`src/rtl/vga_frame_monitor_if.sv`:
```
// Pmod VGA bus into the frame monitor plus its per-frame result outputs.
// The source side drives vga_in; the monitor side produces the results.
interface vga_frame_monitor_if;
    logic [7:0]  vga_in;
    logic        frame_done;
    logic [23:0] frame_sum;
    logic [18:0] pixel_count;
    logic [11:0] h_period;
    logic [10:0] v_lines;
    logic        timing_err;
    logic        locked;

    modport master (
        output vga_in,
        input  frame_done, frame_sum, pixel_count, h_period, v_lines, timing_err, locked
    );

    modport slave (
        input  vga_in,
        output frame_done, frame_sum, pixel_count, h_period, v_lines, timing_err, locked
    );
endinterface

```
`src/rtl/vga_frame_monitor.sv`:
```
// VGA receive checker: recovers sync timing, per-frame active-area checksum, pixel count and lock.
// Results update 3 edges after the edge that first samples a sync fall; input is never backpressured.
module vga_frame_monitor #(
    parameter int H_ACTIVE = 640,
    parameter int H_BP     = 48,
    parameter int H_TOTAL  = 800,
    parameter int V_ACTIVE = 480,
    parameter int V_BP     = 33,
    parameter int V_TOTAL  = 525
) (
    input  logic                clk,
    input  logic                rst_n,
    vga_frame_monitor_if.slave  bus
);
    localparam logic [11:0] HX_LO = 12'(H_BP);
    localparam logic [11:0] HX_HI = 12'(H_BP + H_ACTIVE);
    localparam logic [10:0] VY_LO = 11'(V_BP);
    localparam logic [10:0] VY_HI = 11'(V_BP + V_ACTIVE);
    localparam logic [11:0] HT_L  = 12'(H_TOTAL);
    localparam logic [10:0] VT_L  = 11'(V_TOTAL);
    localparam logic [18:0] PIX_N = 19'(H_ACTIVE * V_ACTIVE);

    typedef enum logic {ARM, RUN} state_t;

    typedef struct packed {
        logic [5:0] pix;
        logic       hf;
        logic       hr;
        logic       vf;
        logic       vr;
        logic       sync_hi;
    } ev_t;

    state_t      state;
    logic [7:0]  vga_q;
    logic        hs_qq, vs_qq;
    ev_t         ev_c, ev1, ev2;
    logic [11:0] hcnt, hx, hx_cur, hper;
    logic [10:0] vy, vy_cur, vcnt;
    logic [23:0] sum_acc;
    logic [18:0] pix_acc;
    logic        err_acc, seen_hf, active, per_bad, frame_bad;
    logic [1:0]  good_cnt;

    logic        frame_done_r, timing_err_r, locked_r;
    logic [23:0] frame_sum_r;
    logic [18:0] pixel_count_r;
    logic [11:0] h_period_r;
    logic [10:0] v_lines_r;

    always_comb begin
        ev_c.pix     = {vga_q[0], vga_q[4], vga_q[1], vga_q[5], vga_q[2], vga_q[6]};
        ev_c.hf      = hs_qq & ~vga_q[7];
        ev_c.hr      = ~hs_qq & vga_q[7];
        ev_c.vf      = vs_qq & ~vga_q[3];
        ev_c.vr      = ~vs_qq & vga_q[3];
        ev_c.sync_hi = vga_q[7] & vga_q[3];
    end

    // Two event stages after edge detection align result updates to the 3-edge latency.
    always_comb begin
        hx_cur = ev2.hr ? 12'd0 : ((hx == 12'hfff) ? hx : hx + 12'd1);
        vy_cur = vy;
        if (ev2.vr)
            vy_cur = 11'd0;
        else if (ev2.hr && vy != 11'h7ff)
            vy_cur = vy + 11'd1;
        active    = ev2.sync_hi && hx_cur >= HX_LO && hx_cur < HX_HI &&
                    vy_cur >= VY_LO && vy_cur < VY_HI;
        hper      = hcnt + 12'd1;
        per_bad   = ev2.hf && seen_hf && hper != HT_L;
        frame_bad = err_acc || vcnt != VT_L || pix_acc != PIX_N;
    end

    always_ff @(posedge clk or negedge rst_n) begin
        if (!rst_n) begin
            state         <= ARM;
            vga_q         <= '0;
            hs_qq         <= 1'b0;
            vs_qq         <= 1'b0;
            ev1           <= '0;
            ev2           <= '0;
            hcnt          <= '0;
            hx            <= '0;
            vy            <= '0;
            vcnt          <= '0;
            sum_acc       <= '0;
            pix_acc       <= '0;
            err_acc       <= 1'b0;
            seen_hf       <= 1'b0;
            good_cnt      <= '0;
            frame_done_r  <= 1'b0;
            frame_sum_r   <= '0;
            pixel_count_r <= '0;
            h_period_r    <= '0;
            v_lines_r     <= '0;
            timing_err_r  <= 1'b0;
            locked_r      <= 1'b0;
        end else begin
            vga_q        <= bus.vga_in;
            hs_qq        <= vga_q[7];
            vs_qq        <= vga_q[3];
            ev1          <= ev_c;
            ev2          <= ev1;
            hcnt         <= ev2.hf ? 12'd0 : ((hcnt == 12'hfff) ? hcnt : hcnt + 12'd1);
            hx           <= hx_cur;
            vy           <= vy_cur;
            frame_done_r <= 1'b0;
            if (ev2.hf) begin
                h_period_r <= hper;
                seen_hf    <= 1'b1;
            end
            if (ev2.vf) begin
                // A coincident hsync fall opens the new frame's line count.
                vcnt    <= {10'd0, ev2.hf};
                sum_acc <= '0;
                pix_acc <= '0;
                err_acc <= per_bad;
                if (state == ARM) begin
                    state <= RUN;
                end else begin
                    frame_done_r  <= 1'b1;
                    frame_sum_r   <= sum_acc;
                    pixel_count_r <= pix_acc;
                    v_lines_r     <= vcnt;
                    timing_err_r  <= frame_bad;
                    if (frame_bad) begin
                        good_cnt <= 2'd0;
                        locked_r <= 1'b0;
                    end else begin
                        if (good_cnt != 2'd2)
                            good_cnt <= good_cnt + 2'd1;
                        locked_r <= (good_cnt != 2'd0);
                    end
                end
            end else begin
                if (ev2.hf)
                    vcnt <= vcnt + 11'd1;
                if (per_bad)
                    err_acc <= 1'b1;
                if (active) begin
                    sum_acc <= sum_acc + {18'd0, ev2.pix};
                    pix_acc <= pix_acc + 19'd1;
                end
            end
        end
    end

    assign bus.frame_done  = frame_done_r;
    assign bus.frame_sum   = frame_sum_r;
    assign bus.pixel_count = pixel_count_r;
    assign bus.h_period    = h_period_r;
    assign bus.v_lines     = v_lines_r;
    assign bus.timing_err  = timing_err_r;
    assign bus.locked      = locked_r;
endmodule

```
`src/flat_wrapper.sv`:
```
// flat-port wrapper written by rule: the top's interface ports become plain ports
module vga_frame_monitor_flat 
#(
    parameter int H_ACTIVE = 640,
    parameter int H_BP     = 48,
    parameter int H_TOTAL  = 800,
    parameter int V_ACTIVE = 480,
    parameter int V_BP     = 33,
    parameter int V_TOTAL  = 525
)
  (clk, rst_n, bus_vga_in, bus_frame_done, bus_frame_sum, bus_pixel_count, bus_h_period, bus_v_lines, bus_timing_err, bus_locked);
  vga_frame_monitor_if bus_i ();
  input  logic clk;
  input  logic rst_n;
  input wire logic [$bits(bus_i.vga_in)-1:0] bus_vga_in;
  output wire logic [$bits(bus_i.frame_done)-1:0] bus_frame_done;
  output wire logic [$bits(bus_i.frame_sum)-1:0] bus_frame_sum;
  output wire logic [$bits(bus_i.pixel_count)-1:0] bus_pixel_count;
  output wire logic [$bits(bus_i.h_period)-1:0] bus_h_period;
  output wire logic [$bits(bus_i.v_lines)-1:0] bus_v_lines;
  output wire logic [$bits(bus_i.timing_err)-1:0] bus_timing_err;
  output wire logic [$bits(bus_i.locked)-1:0] bus_locked;
  assign bus_i.vga_in = bus_vga_in;
  assign bus_frame_done = bus_i.frame_done;
  assign bus_frame_sum = bus_i.frame_sum;
  assign bus_pixel_count = bus_i.pixel_count;
  assign bus_h_period = bus_i.h_period;
  assign bus_v_lines = bus_i.v_lines;
  assign bus_timing_err = bus_i.timing_err;
  assign bus_locked = bus_i.locked;
  vga_frame_monitor #(.H_ACTIVE(H_ACTIVE), .H_BP(H_BP), .H_TOTAL(H_TOTAL), .V_ACTIVE(V_ACTIVE), .V_BP(V_BP), .V_TOTAL(V_TOTAL)) u_core (.clk(clk), .rst_n(rst_n), .bus(bus_i));
endmodule
```
`config.mk`:
```
export PLATFORM = sky130hd
export DESIGN_NAME = vga_frame_monitor_flat
export DESIGN_NICKNAME = d
export VERILOG_FILES = /design/src/rtl/vga_frame_monitor_if.sv /design/src/rtl/vga_frame_monitor.sv /design/src/flat_wrapper.sv
export SDC_FILE = /design/constraint.sdc
export NUM_CORES = 1
export LEC_CHECK = 0
export ABC_AREA = 1
export CORE_ASPECT_RATIO = 1.5
export CORE_UTILIZATION = 40
export CTS_BUF_LIST = sky130_fd_sc_hd__clkbuf_4 sky130_fd_sc_hd__clkbuf_8 sky130_fd_sc_hd__clkbuf_16
export CTS_CLUSTER_SIZE = 25
export DETAILED_ROUTE_END_ITERATION = 8
export PLACE_DENSITY = 0.68
export RECOVER_POWER = 50
export SLEW_MARGIN = 15
export SYNTH_ARGS = -nofsm -noshare
export SYNTH_HDL_FRONTEND = slang
export SYNTH_SLANG_ARGS = --single-unit
```
`constraint.sdc`:
```
create_clock -name clk -period 4.4 [get_ports clk]
set_input_delay 0.66 -clock clk [delete_from_list [all_inputs] [get_ports clk]]
set_output_delay 0.66 -clock clk [all_outputs]
set_load 0.005 [all_outputs]
```
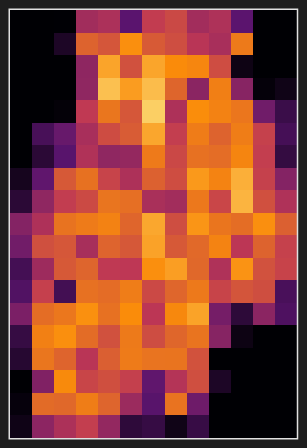
cell_density.png
13 x 19 tiles, from black (low) to pale yellow (high), 0 to 100% covered.
fullest tile	90%
mean over tiles	44%
tiles over 75% full	8.9%
emptiest ninth of the die	lower right
nearly empty tiles	17%

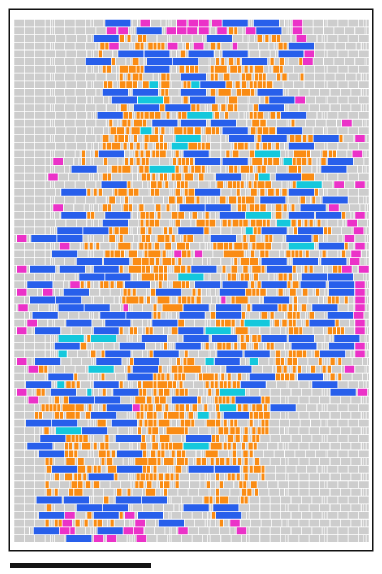
placement_by_type.png
Scale bar: 50 um. Fill, decap, tap and diode cells in grey.
class	colour	cells
clock drivers and dummy loads	cyan	32
combinational and other logic	orange	904
remaining buffers and delay cells	magenta	84
sequential cells	blue	195

==> flow_metrics.py <==
# Physical implementation metrics
metrics = {
    "run_status": {
        "status": "finished with violations",
        "violations": "max-capacitance violations, max-slew violations",
    },
    "drt": {
        "drc_errors": 0,
        "viasPerCell": 4.87,
        "wirelength_um": 20400,
    },
    "final_timing": {
        "max_slew_margin": -0.594,
        "slew_viol_final": 100,
        "worst_slew_pin_slew_ns": 2.39,
        "setup_viol": 0,
    },
    "placement": {
        "gp_congestion": 0.880,
        "portBuffers": 78,
    },
    "synth": {
        "yosysCellCount": 1137,
        "yosys.area.top_type": "dfrtp_1",
    },
    "cells_and_area": {
        "fin_util": 0.477,
        "fillers": 2226,
    },
    "floorplanning": {
        "ios": 79,
        "die-width_um": 128,
    },
    "hold_path": {
        "min_to": "u_core.ev2[6]$_DFF_PN0_",
    },
    "clock_network": {
        "insertion_delay_ns": 0.44,
        "clock_tree.buffer_depth": 2,
        "htreeDepth": 4,
    },
    "job": {
        "cap_violations": 1,
    },
    "setup_path": {
        "cp.required_ns": 4.77,
        "crit_path_start_kind": "flop",
    },
    "global_routing": {
        "grt_max_degree": 100,
    },
}
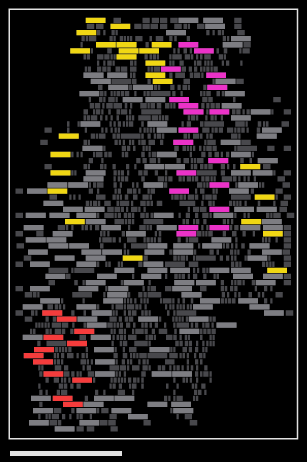
flops_by_reg.png
Scale bar: 50 um. Other sequential cells in the stronger grey, the rest of the logic in the fainter grey.
netlist name	colour	flops
u_core.pix_acc	magenta	19
u_core.hcnt	red	12
u_core.bus.frame_sum	yellow	24

## cell families (layout without fill, tap and decap cells)
logic type               count (synthesis)  count (layout)
AND/OR/NAND/NOR                        615             615
AND-OR/OR-AND                          109             109
flip-flops                             195             195
buffers and inverters                  163             241
adder cells (fa/ha/maj)                 16              16
XOR/XNOR                                39              39
## worst reg2reg max path, cell delays in order, from the launching register on
cell and delay [ns]:
dfrtp_1 0.38, ha_1 0.24, nand3_1 0.14, inv_2 0.08
nand3_1 0.33, o21ai_0 0.24, nand3_1 0.10, nand2_1 0.09
inv_1 0.04, nand2_1 0.06, nand2_1 0.08, nor2_4 0.11
nand3_4 0.44, nand2_8 0.57, nand2_2 0.13, nand2_1 0.09
## layer usage
metal  GRT usage  up-vias
li1            -     3760
met1       0.227     3498
met2       0.302      153
met3      0.0316       41
met4      0.0900        0
met5           0        -
## placed cells by master (no fill, tap or decap), types with 5 or more instances in the layout
cell type and n:
dfrtp_1 195, ha_1 15, xnor2_1 10, nor3_1 21
nand3_1 96, nand2_1 286, nand3_2 7, clkdlybuf4s50_1 69
nand2_2 54, xor2_1 29, a21oi_1 16, nor4_1 6
inv_1 118, inv_2 5, dlygate4sd3_1 8, nand4_1 21
o21ai_0 79, nor2_1 103, clkbuf_16 17
## sequential cells by signal (all words and copies together), names as in the netlist, 2 cells and up
register and cells:
u_core.vy 11, u_core.bus.frame_sum 24, u_core.bus.pixel_count 19, u_core.pix_acc 19, u_core.ev1 11, u_core.bus.h_period 12
u_core.hx 12, u_core.bus.v_lines 11, u_core.ev2 11, u_core.good_cnt 2, u_core.hcnt 12, u_core.vga_q 8
u_core.vcnt 11, u_core.sum_acc 24
## area by class of cell
cell class	instances	area [um^2]	share of cell area
inverter	125	469	0.0424
sequential	195	4880	0.440
timing repair buffer	84	813	0.0734
multi-input combinational	779	3940	0.356
clock buffer	18	439	0.0396
tap	315	394	0.0356
clock inverter	14	139	0.0125
## worst max path at each step
stage | from | to | slack (ns) | depth (start not counted)
2_1_floorplan | u_core.hx[0]$_DFF_PN0_ | u_core.sum_acc[11]$_DFFE_PN0P_ | 2.28 | 17
3_3_place_gp | u_core.hx[0]$_DFF_PN0_ | u_core.sum_acc[1]$_DFFE_PN0P_ | 1.25 | 14
3_5_place_dp | u_core.hx[0]$_DFF_PN0_ | u_core.sum_acc[2]$_DFFE_PN0P_ | 1.22 | 15
4_1_cts | u_core.hx[0]$_DFF_PN0_ | u_core.sum_acc[21]$_DFFE_PN0P_ | 1.19 | 14
5_1_grt | rst_n | u_core.vcnt[4]$_DFFE_PN0P_ | 0.89 | 2
6_report | u_core.hx[0]$_DFF_PN0_ | u_core.sum_acc[21]$_DFFE_PN0P_ | 1.20 | 15
## power groups by stage
| stage | Combinational, mW | Sequential [mW] | Clock (mW) |
|---|---|---|---|
| finish | 0.711 | 2.09 | 1.51 |
| global route | 0.809 | 2.12 | 1.62 |
| CTS | 0.726 | 2.09 | 1.55 |
| detailed placement | 0.722 | 2.13 | 0 |
| global placement | 0.712 | 2.12 | 0 |
| floorplan | 0.455 | 2.09 | 0 |
Power is estimated from default activity; no workload was simulated.
